**src/rtl/mem_lsu.sv**
```systemverilog
// MEM-stage load/store unit: single-outstanding req/ack data bus with byte lanes and load extension.
// Optional LSU_MISALIGN_TRAP_EN: trap misaligned accesses (err 01) instead of forcing natural alignment.
module mem_lsu #(
  parameter int unsigned TIMEOUT_CYCLES = 255
) (
  input  logic        i_clk,
  input  logic        i_rst,
  input  logic        i_valid,
  input  logic        i_memRead,
  input  logic        i_memWrite,
  input  logic [2:0]  i_funct3,
  input  logic [31:0] i_aluResult,
  input  logic [31:0] i_storeData,
  output logic        o_stall,
  output logic        o_valid,
  output logic [31:0] o_loadData,
  output logic [1:0]  o_err,
  output logic        o_busReq,
  output logic        o_busWe,
  output logic [31:0] o_busAddr,
  output logic [31:0] o_busWdata,
  output logic [3:0]  o_busByteEn,
  input  logic        i_busAck,
  input  logic [31:0] i_busRdata
);

  localparam int unsigned CNT_W = 16;
  localparam logic [1:0] ERR_OK       = 2'b00;
  localparam logic [1:0] ERR_MISALIGN = 2'b01;
  localparam logic [1:0] ERR_TIMEOUT  = 2'b10;
  localparam logic [1:0] ERR_ILLEGAL  = 2'b11;

  typedef enum logic [1:0] {IDLE, REQ, RESP} state_t;

  state_t           state;
  logic [CNT_W-1:0] tmo_cnt;
  logic [1:0]       addr_lo;
  logic [2:0]       f3_q;
  logic             we_q;
  logic [1:0]       err_pend;

  logic             accept;
  logic             f3_legal;
  logic [1:0]       eff_lo;
  logic [3:0]       byte_en;
  logic [31:0]      wdata;
  logic [7:0]       lane_b;
  logic [15:0]      lane_h;
  logic [31:0]      load_ext;
  logic [CNT_W-1:0] tmo_next;

  assign accept   = (state == IDLE) & i_valid & (i_memRead | i_memWrite);
  assign o_stall  = accept | ((state == REQ) & ~i_busAck) | (state == RESP);
  assign tmo_next = tmo_cnt + CNT_W'(1);

`ifdef LSU_MISALIGN_TRAP_EN
  logic misaligned;
  assign misaligned = ((i_funct3[1:0] == 2'b01) & i_aluResult[0]) |
                      ((i_funct3[1:0] == 2'b10) & (i_aluResult[1:0] != 2'b00));
`endif

  // Request decode: legality, lane offset, byte enables and replicated store data
  always_comb begin
    f3_legal = 1'b0;
    eff_lo   = i_aluResult[1:0];
    byte_en  = 4'b1111;
    wdata    = i_storeData;
    if (i_memWrite) begin
      f3_legal = (i_funct3 == 3'b000) | (i_funct3 == 3'b001) | (i_funct3 == 3'b010);
    end else begin
      f3_legal = (i_funct3 == 3'b000) | (i_funct3 == 3'b001) | (i_funct3 == 3'b010) |
                 (i_funct3 == 3'b100) | (i_funct3 == 3'b101);
    end
`ifndef LSU_MISALIGN_TRAP_EN
    if (i_funct3[1:0] == 2'b01) eff_lo = {i_aluResult[1], 1'b0};
    if (i_funct3[1:0] == 2'b10) eff_lo = 2'b00;
`endif
    case (i_funct3[1:0])
      2'b00: begin
        byte_en = 4'b0001 << eff_lo;
        wdata   = {4{i_storeData[7:0]}};
      end
      2'b01: begin
        byte_en = 4'b0011 << eff_lo;
        wdata   = {2{i_storeData[15:0]}};
      end
      default: begin
        byte_en = 4'b1111;
        wdata   = i_storeData;
      end
    endcase
  end

  // Load lane selection and sign/zero extension
  always_comb begin
    case (addr_lo)
      2'b00:   lane_b = i_busRdata[7:0];
      2'b01:   lane_b = i_busRdata[15:8];
      2'b10:   lane_b = i_busRdata[23:16];
      default: lane_b = i_busRdata[31:24];
    endcase
    lane_h = addr_lo[1] ? i_busRdata[31:16] : i_busRdata[15:0];
    case (f3_q)
      3'b000:  load_ext = {{24{lane_b[7]}}, lane_b};
      3'b100:  load_ext = {24'h000000, lane_b};
      3'b001:  load_ext = {{16{lane_h[15]}}, lane_h};
      3'b101:  load_ext = {16'h0000, lane_h};
      default: load_ext = i_busRdata;
    endcase
  end

  always_ff @(posedge i_clk) begin
    if (i_rst) begin
      state       <= IDLE;
      tmo_cnt     <= '0;
      addr_lo     <= 2'b00;
      f3_q        <= 3'b000;
      we_q        <= 1'b0;
      err_pend    <= ERR_OK;
      o_valid     <= 1'b0;
      o_loadData  <= '0;
      o_err       <= ERR_OK;
      o_busReq    <= 1'b0;
      o_busWe     <= 1'b0;
      o_busAddr   <= '0;
      o_busWdata  <= '0;
      o_busByteEn <= 4'b0000;
    end else begin
      o_valid <= 1'b0;
      case (state)
        IDLE: begin
          if (accept) begin
            addr_lo <= eff_lo;
            f3_q    <= i_funct3;
            we_q    <= i_memWrite;
            tmo_cnt <= '0;
            if (!f3_legal) begin
              state    <= RESP;
              err_pend <= ERR_ILLEGAL;
`ifdef LSU_MISALIGN_TRAP_EN
            end else if (misaligned) begin
              state    <= RESP;
              err_pend <= ERR_MISALIGN;
`endif
            end else begin
              state       <= REQ;
              o_busReq    <= 1'b1;
              o_busWe     <= i_memWrite;
              o_busAddr   <= {i_aluResult[31:2], 2'b00};
              o_busWdata  <= wdata;
              o_busByteEn <= byte_en;
            end
          end
        end
        REQ: begin
          if (i_busAck) begin
            state      <= IDLE;
            o_busReq   <= 1'b0;
            o_valid    <= 1'b1;
            o_err      <= ERR_OK;
            o_loadData <= we_q ? 32'h0 : load_ext;
          end else if (tmo_next == CNT_W'(TIMEOUT_CYCLES)) begin
            // Abandon the access; a late ack lands in RESP/IDLE and is ignored
            state    <= RESP;
            o_busReq <= 1'b0;
            err_pend <= ERR_TIMEOUT;
            tmo_cnt  <= '0;
          end else begin
            tmo_cnt <= tmo_next;
          end
        end
        RESP: begin
          state      <= IDLE;
          o_valid    <= 1'b1;
          o_err      <= err_pend;
          o_loadData <= 32'h0;
        end
        default: state <= IDLE;
      endcase
    end
  end

endmodule

```
**config.mk**
```make
export PLATFORM = sky130hd
export DESIGN_NAME = mem_lsu
export DESIGN_NICKNAME = d
export VERILOG_FILES = /design/src/rtl/mem_lsu.sv
export SDC_FILE = /design/constraint.sdc
export NUM_CORES = 1
export LEC_CHECK = 0
export ABC_AREA = 0
export CAP_MARGIN = 20
export CELL_PAD_IN_SITES_DETAIL_PLACEMENT = 2
export CELL_PAD_IN_SITES_GLOBAL_PLACEMENT = 2
export CORE_MARGIN = 2
export CORE_UTILIZATION = 22
export DETAILED_ROUTE_END_ITERATION = 16
export GPL_ROUTABILITY_DRIVEN = 0
export HOLD_SLACK_MARGIN = 0.03
export PLACE_DENSITY_LB_ADDON = 0.1
export SYNTH_ARGS = -nofsm -noshare
export SYNTH_HDL_FRONTEND = slang
export SYNTH_SLANG_ARGS = --single-unit
```
**constraint.sdc**
```tcl
create_clock -name i_clk -period 1.9 [get_ports i_clk]
set_input_delay 0.19 -clock i_clk [delete_from_list [all_inputs] [get_ports i_clk]]
set_output_delay 0.19 -clock i_clk [all_outputs]
set_load 0.02 [all_outputs]
```
**Run 1: the clock network**

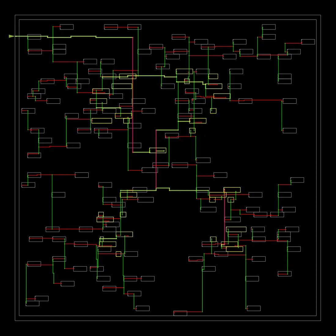
seq_cells: 129
Sink Count: 129
Num CTS Buffers: 17
CLK BUF: 18

**Run 1: cells by drive strength**

Scale bar: 50 µm.
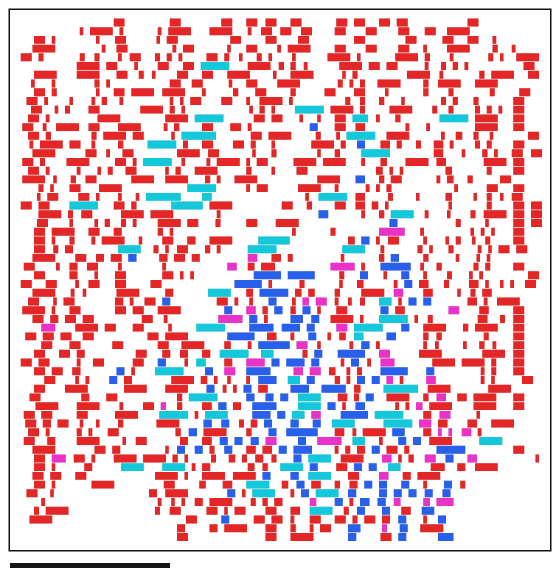
| color | size | cells |
|---|---|---|
| cyan | drive 6 and up | 54 |
| blue | drive 3 to 4 | 124 |
| magenta | drive 2 | 42 |
| red | drive 1 or less | 832 |

==> results.py, run 1 <==
# Synthesis and PnR figures
metrics = {
    "run_status": {
        "outcome": "finished with violations",
        "violations": "setup timing",
    },
    "worst_setup_path": {
        "r2r_slack_ns": -0.20,
        "cp_max_fo": 5,
        "r2r_end": "tmo_cnt[0]",
        "reg2reg_from": "tmo_cnt[0]",
    },
    "min_path": {
        "hold_start": "i_rst",
    },
    "power_and_ir_drop": {
        "powerClk_mw": 3.49,
        "pg_comb_mw": 2.21,
        "vdd_drop_max_mv": 0.464,
        "cellLeakagePower_nw": 3.86,
    },
    "drt": {
        "route.detailed.drc": 0,
        "drtIter0Drc": 232,
        "drt_pass1_iterations": 6,
        "wl_met2_um": 14500,
        "maxUsedRoutingLayer": "met4",
    },
    "timing": {
        "setup_viol": 14,
        "hold_ws_ns": 0.140,
        "hold_viol_final": 0,
        "postLayoutSetupSlackWorst_ns": -0.200,
    },
    "finish": {
        "comb_cells": 551,
        "finalCoreUtilization_pct": 38.7,
        "finish.net_count": 1149,
        "lay_top_cells": "clkdlybuf4s50_1 (206), nand2_1 (166), dfxtp_1 (119)",
        "sh_comb_area_pct": 32.2,
        "final_cells": 1393,
    },
    "run": {
        "warnings": 32,
    },
    "logic_synthesis": {
        "logic_family": "AND-OR/OR-AND gates",
        "topCellsByArea": "dfxtp_1 (43%), nand2_1 (11%), a21oi_1 (8.3%)",
        "mux_area_share_pct": 4.92,
    },
    "global_routing": {
        "busiest_layer": "met2",
    },
    "placed_design": {
        "dpl.cell_count": 1332,
    },
}
**Run 1: where the registers sit**

Scale bar: 50 µm.
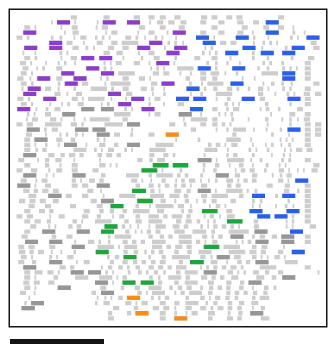
| color | signal | flops |
|---|---|---|
| blue | o_loadData | 32 |
| orange | o_busByteEn | 4 |
| green | tmo_cnt | 16 |
| purple | o_busAddr | 30 |
Reg area: 2610 µm²
sequential group power: 2.97 mW

==> run 2, diff against run 1 <==
--- a/config.mk
+++ b/config.mk
@@ -5,10 +5,10 @@
 export SDC_FILE = /design/constraint.sdc
 export NUM_CORES = 1
 export LEC_CHECK = 0
-export ABC_AREA = 0
 export CAP_MARGIN = 20
 export CELL_PAD_IN_SITES_DETAIL_PLACEMENT = 2
 export CELL_PAD_IN_SITES_GLOBAL_PLACEMENT = 2
+export CORE_ASPECT_RATIO = 0.7
 export CORE_MARGIN = 2
 export CORE_UTILIZATION = 22
 export DETAILED_ROUTE_END_ITERATION = 16
**Run 2: cells by drive strength**

Scale bar: 50 µm.
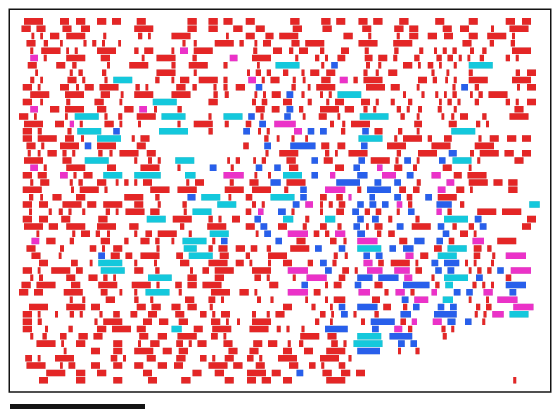
| color | size | cells | most used |
|---|---|---|---|
| magenta | drive 2 | 51 | dfxtp_2 |
| blue | drive 3 to 4 | 107 | buf_4 |
| cyan | drive 6 and up | 48 | clkbuf_16 |
| red | drive 1 or less | 829 | clkdlybuf4s50_1 |
Final Cell Area: 10,100 µm²
P&R area growth vs syn: 70.5%
Non-CTS buffers: 308
worst setup margin: -0.183 ns

**Run 2: where the registers sit**

Scale bar: 50 µm.
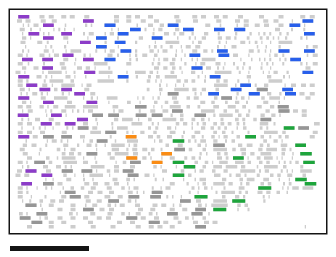
| color | signal | flops |
|---|---|---|
| orange | o_busByteEn | 4 |
| green | tmo_cnt | 16 |
| purple | o_busAddr | 30 |
| blue | o_loadData | 32 |
not colored: 47
fraction of area in registers: 25.7%
final core utilization: 38.1%
Reg area: 2610 µm²

==> results.py, run 2 <==
# Synthesis and PnR figures
metrics = {
    "timing": {
        "setup_viol": 14,
        "hold_ws_ns": 0.280,
        "hold_viol_final": 0,
        "postLayoutSetupSlackWorst_ns": -0.183,
    },
    "logic_synthesis": {
        "mux_area_share_pct": 4.92,
        "logic_family": "AND-OR/OR-AND gates",
        "topCellsByArea": "dfxtp_1 (43%), nand2_1 (11%), a21oi_1 (8.3%)",
    },
    "worst_setup_path": {
        "cp_max_fo": 5,
        "r2r_slack_ns": -0.18,
    },
    "finish": {
        "flop-count": 129,
        "comb_cells": 551,
        "final_cells": 1400,
        "sh_comb_area_pct": 32.3,
    },
    "global_routing": {
        "busiest_layer": "met2",
    },
    "power_and_ir_drop": {
        "vdd_drop_max_mv": 0.661,
        "cellLeakagePower_nw": 3.72,
        "seq_power_mw": 2.97,
    },
    "drt": {
        "maxUsedRoutingLayer": "met4",
        "route.detailed.drc": 0,
        "drtIter0Drc": 202,
    },
    "run_status": {
        "violations": "setup timing",
        "outcome": "finished with violations",
    },
    "clocking": {
        "cts_sinks": 129,
    },
    "min_path": {
        "hold_start": "i_rst",
    },
}
**Run 2: the clock network**

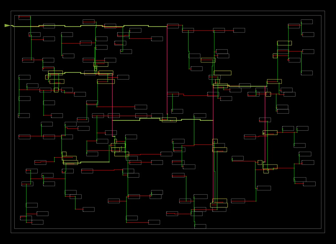
clock-net power: 3.47 mW
clock skew: 0.0109 ns
clk ins delay skew pair: 0.43 ns
CLK BUF: 20

==> run 3, diff against run 2 <==
--- a/config.mk
+++ b/config.mk
@@ -10,11 +10,12 @@
 export CELL_PAD_IN_SITES_GLOBAL_PLACEMENT = 2
 export CORE_ASPECT_RATIO = 0.7
 export CORE_MARGIN = 2
-export CORE_UTILIZATION = 22
+export CORE_UTILIZATION = 25
 export DETAILED_ROUTE_END_ITERATION = 16
 export GPL_ROUTABILITY_DRIVEN = 0
 export HOLD_SLACK_MARGIN = 0.03
 export PLACE_DENSITY_LB_ADDON = 0.1
+export SLEW_MARGIN = 20
 export SYNTH_ARGS = -nofsm -noshare
 export SYNTH_HDL_FRONTEND = slang
 export SYNTH_SLANG_ARGS = --single-unit
==> constraint.sdc (replaced) <==
create_clock -name i_clk -period 2.1 [get_ports i_clk]
set_input_delay 0.21 -clock i_clk [delete_from_list [all_inputs] [get_ports i_clk]]
set_output_delay 0.21 -clock i_clk [all_outputs]
set_load 0.02 [all_outputs]
==> results.py, run 3 <==
# Synthesis and PnR figures
metrics = {
    "run_status": {
        "outcome": "finished with violations",
        "violations": "setup timing",
    },
    "worst_setup_path": {
        "cp_max_fo": 6,
        "r2r_slack_ns": -0.07,
    },
    "timing": {
        "skew_ns": 0.00950,
        "postLayoutSetupSlackWorst_ns": -0.0742,
        "setup_viol": 7,
        "hold_ws_ns": 0.273,
    },
    "power_and_ir_drop": {
        "p_sw_share_pct": 30.0,
        "vdd_drop_max_mv": 0.606,
        "cellLeakagePower_nw": 3.61,
    },
    "finish": {
        "area_growth_pct": 63.7,
        "sh_comb_area_pct": 32.8,
        "seq_area_share_pct": 26.7,
        "nNonClkBuffers": 291,
        "finalCoreUtilization_pct": 41.4,
        "flop-count": 129,
        "post-route-cell-area_um2": 9740,
        "final_cells": 1334,
        "clock_area_share_pct": 5.92,
    },
    "clocking": {
        "cts_sinks": 129,
        "clock_latency_ns": 0.42,
    },
    "drt": {
        "drtIter0Drc": 212,
        "route.detailed.drc": 0,
        "maxUsedRoutingLayer": "met5",
    },
    "logic_synthesis": {
        "mux_area_share_pct": 4.92,
        "topCellsByArea": "dfxtp_1 (43%), nand2_1 (11%), a21oi_1 (8.3%)",
        "logic_family": "AND-OR/OR-AND gates",
    },
    "min_path": {
        "hold_start": "i_rst",
    },
    "floorplanning": {
        "die_w_um": 188,
    },
    "global_routing": {
        "grt_pass1_wl_um": 40800,
    },
}
**Run 3: the clock network**

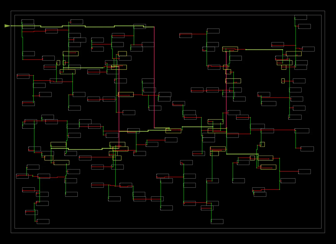
clock-net power: 2.91 mW
CLK BUF: 23

**Run 3: where the registers sit**

Scale bar: 50 µm.
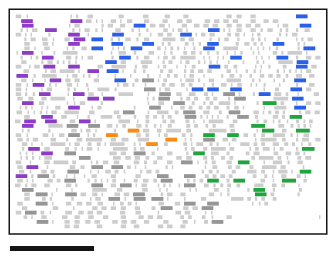
| color | signal | flops |
|---|---|---|
| blue | o_loadData | 32 |
| purple | o_busAddr | 30 |
| orange | o_busByteEn | 4 |
| green | tmo_cnt | 16 |
not colored: 47
sequential group power: 2.70 mW
Reg area: 2600 µm²

**Run 3: cells by drive strength**

Scale bar: 50 µm.
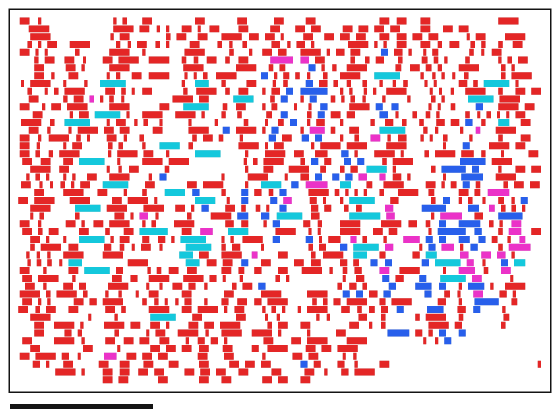
| color | size | cells |
|---|---|---|
| red | drive 1 or less | 850 |
| magenta | drive 2 | 36 |
| blue | drive 3 to 4 | 90 |
| cyan | drive 6 and up | 40 |


==> screenshots <==
Cell classes on the final placement.
(a)
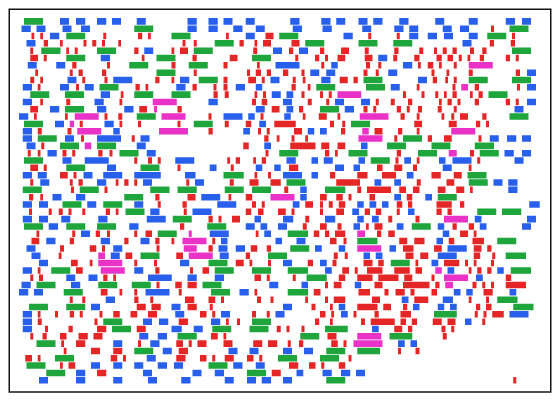
(b)
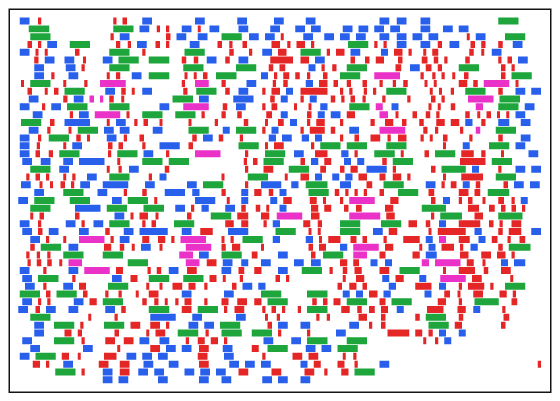
(c)
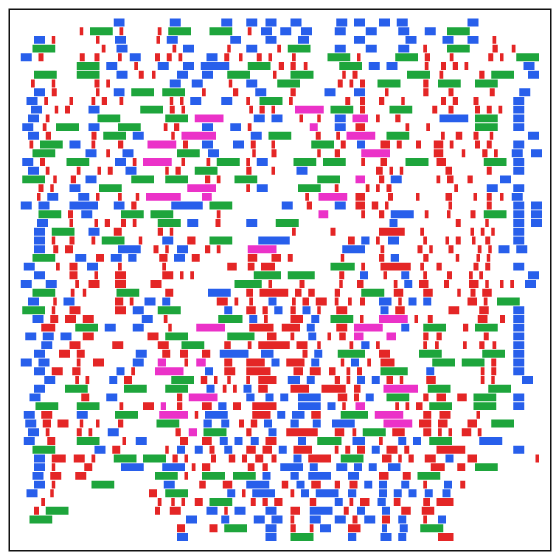
(b) -> run 3
(c) -> run 1
(a) -> run 2

Key to (a):
| color | class | cells |
|---|---|---|
| blue | other buffers and delay cells | 308 |
| magenta | clock drivers and dummy loads | 32 |
| red | all other logic | 566 |
| green | flops | 129 |

Power figures rest on the tool's default switching activity, not on a simulated workload.
